Sequential cells grouped by signal name:
Scale: 3 px per um. Other sequential cells in the stronger grey, the rest of the logic in the fainter grey.
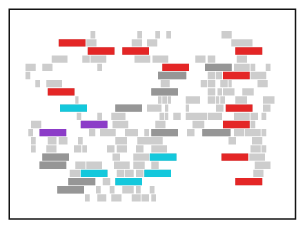
Cell classes on the final placement:
Scale: 3 px per um.
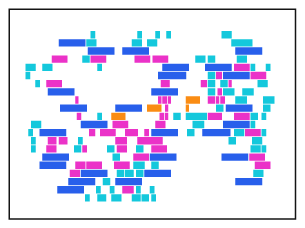
Placement view:
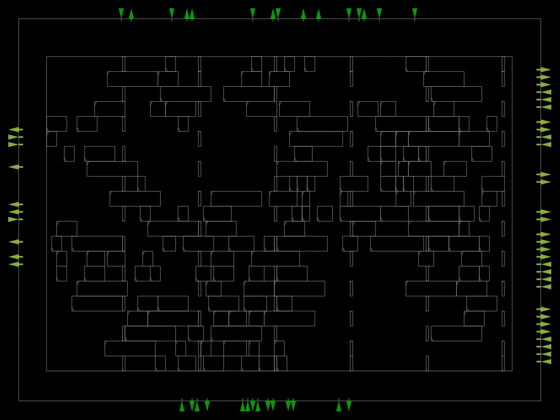
Port wiring:
Scale: 4 px per um.
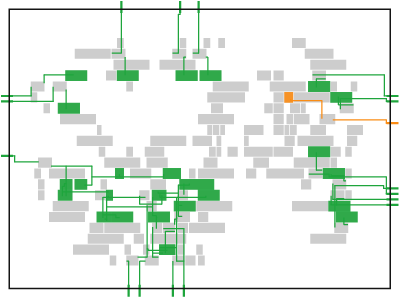
Clock network drawn from the DEF:
Scale: 3 px per um.
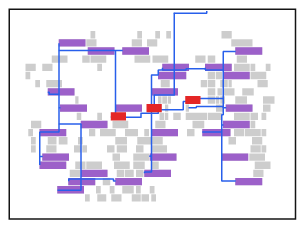
==> config.mk <==
export PLATFORM = sky130hd
export DESIGN_NAME = instruction_fetch_decode_flat
export DESIGN_NICKNAME = d
export VERILOG_FILES = /design/src/rtl/instruction_fetch_decode_if.sv /design/src/rtl/instruction_fetch_decode.sv /design/src/flat_wrapper.sv
export SDC_FILE = /design/constraint.sdc
export NUM_CORES = 1
export LEC_CHECK = 0
export CAP_MARGIN = 20
export CORE_ASPECT_RATIO = 0.7
export CORE_MARGIN = 5
export CORE_UTILIZATION = 24
export DETAILED_ROUTE_END_ITERATION = 10
export PLACE_DENSITY = 0.6
export SLEW_MARGIN = 20
export SYNTH_ARGS = -nofsm -noshare
export SYNTH_HDL_FRONTEND = slang
export SYNTH_SLANG_ARGS = --single-unit
==> constraint.sdc <==
create_clock -name clk -period 1.1 [get_ports clk]
set_input_delay 0.165 -clock clk [delete_from_list [all_inputs] [get_ports clk]]
set_output_delay 0.165 -clock clk [all_outputs]
set_load 0.02 [all_outputs]
==> run_results.csv <==
group,metric,value,unit
route,dr_total_vias,923,
final_layout,largestClassByArea,"sequential cells",
yosys,async_reset_ff_share,100,%
yosys,netlist.top_cell.by_instances,"sky130_fd_sc_hd__dfrtp_1",
worst_setup_path,worst_setup_path_end_kind,"flip-flop",
final_layout,final.signal_buffer_count,71,
worst_setup_path,path_depth,3,
status,outcome,"finished, violations left",
yosys,mappedNetlistArea,1210,um2
worst_setup_path,cp_max_fo,14,
final_timing,max_slew_margin,84.4,%
yosys,yosys.area.top_type,"sky130_fd_sc_hd__dfrtp_1",
placement,routabilityCongestion,0.735,
status,failed_checks,"setup timing",
final_layout,antennaDiodeCount,0,
route,wl_met1,1360,um
final_timing,setup_viol,26,
final_timing,finalHoldViolCount,0,
final_timing,unrepaired_setup_endpoints_after_global_routing,"yes",
placement,dp.final_hpwl,2210,um
yosys,top_area_share,57.9,%
final_timing,final_critical_path_setup_slack,-0.147,ns
clock_network,ctsResizeCount,111,
route,routed_via_density,4.20,
placement,number_of_instances_in_the_placed_design,212,
final_layout,final_layout_size_suffix_gt1_share,56.3,%
final_timing,final-max-slew-violation-count,0,
final_layout,clock_tree_area_fraction,2.39,%
final_layout,largest_reg_flops,11,
## Picture notes: 'sequential cells grouped by signal name'
| colour | netlist name | placed flops |
|---|---|---|
| cyan | u_core.issue.opcode | 5 |
| purple | u_core.issue.sel_a | 2 |
| red | u_core.issue.operand | 11 |
flop share of the area: 37.2%
sequential power: 0.00173 W
end-of-flow core utilization: 39.1%
sequential cell area: 703 um2

## Picture notes: 'cell classes on the final placement'
| colour | class | cells | share of their area |
|---|---|---|---|
| cyan | other buffers and delay cells | 71 | 31% |
| orange | clock drivers and dummy loads | 4 | 2.5% |
| blue | flip-flops | 28 | 39% |
| magenta | all other logic | 48 | 27% |
final instance area: 1890 um2
placement row count: 21
Floorplan Core Area: 4830 um2

## Picture notes: 'placement view'
non-filler cells in the finished layout: 220
tap cells: 69
number of fillers in the final layout: 509
sequential cell count: 28

## Picture notes: 'port wiring'
| colour | port | direction | end cells | buffers | wire |
|---|---|---|---|---|---|
| orange | pc_enable | output | 1 | 1 | 27.0 um |
| green | rom_data | input | 25 | 21 | 497 um |
quantity of I/O buffers inserted on ports: 46
Ports: 69

## Picture notes: 'clock network drawn from the DEF'
[blue] clock wires | length: 379 um
[red] cells driving clock nets | count: 3
[purple] flip-flops | count: 28
routed clock nets: 4
proportion of power drawn by the clock network: 12.0%
Max Clock Skew: 0.00414 ns
clock latency of the later-clocked register in the worst-skew pair: 0.27 ns
power in the clock group: 0.000567 W

## metrics by stage
| stage | TNS (ns) | total power, W | hold slack, ns | setup slack, ns | utilization [%] |
|---|---|---|---|---|---|
| floorplan | -2.14 | 0.00314 | -0.131 | -0.128 | - |
| global placement | -5.65 | 0.00444 | 0.330 | -0.491 | 39.4 |
| detailed placement | -5.89 | 0.00447 | 0.330 | -0.517 | 39.4 |
| CTS | -3.03 | 0.00493 | 0.237 | -0.146 | 40.1 |
| global route | -4.47 | 0.00508 | 0.230 | -0.196 | 39.1 |
| finish | -2.96 | 0.00474 | 0.239 | -0.147 | 39.1 |
## cells in the final DEF (no fill, tap or decap), drive strengths merged
cell type / count
dlygate4sd2: 3
dfrtp: 28
and3b: 1
mux2: 15
a21bo: 1
nor4b: 1
nor2b: 1
or4b: 1
nor2: 3
nor3b: 1
a21o: 1
a32o: 2
o2bb2ai: 3
nand2: 4
buf: 53
a22o: 1
a21oi: 4
nor3: 1
clkbuf: 4
o21ai: 2
a31o: 1
or4: 1
clkdlybuf4s50: 15
inv: 4
## report_power, final
| group | switching (W) | leakage, nW | internal (W) |
|---|---|---|---|
| registers | 0.000261 | 0.336 | 0.00147 |
| logic | 0.00115 | 0.545 | 0.00129 |
| clock network | 0.000307 | 0.0228 | 0.000259 |
| total | 0.00172 | 0.904 | 0.00302 |
## kinds of logic (layout without fill, tap and decap cells)
family / Yosys count / after routing / share of synthesized area (%)
AND/OR/NAND/NOR: 14 / 14 / 9.40
buffers and inverters: 17 / 79 / 9.61
AND-OR/OR-AND: 15 / 15 / 9.20
flip-flops: 28 / 28 / 57.9
multiplexers: 15 / 15 / 13.9
## routing by layer
metal  GRT usage (%)  vias up
met1            12.0      452
met5               0        -
met3            3.80       12
li1                -      427
met4            3.20        0
met2            15.7       32
No activity file was given, so power comes from the tool's default toggle rates.
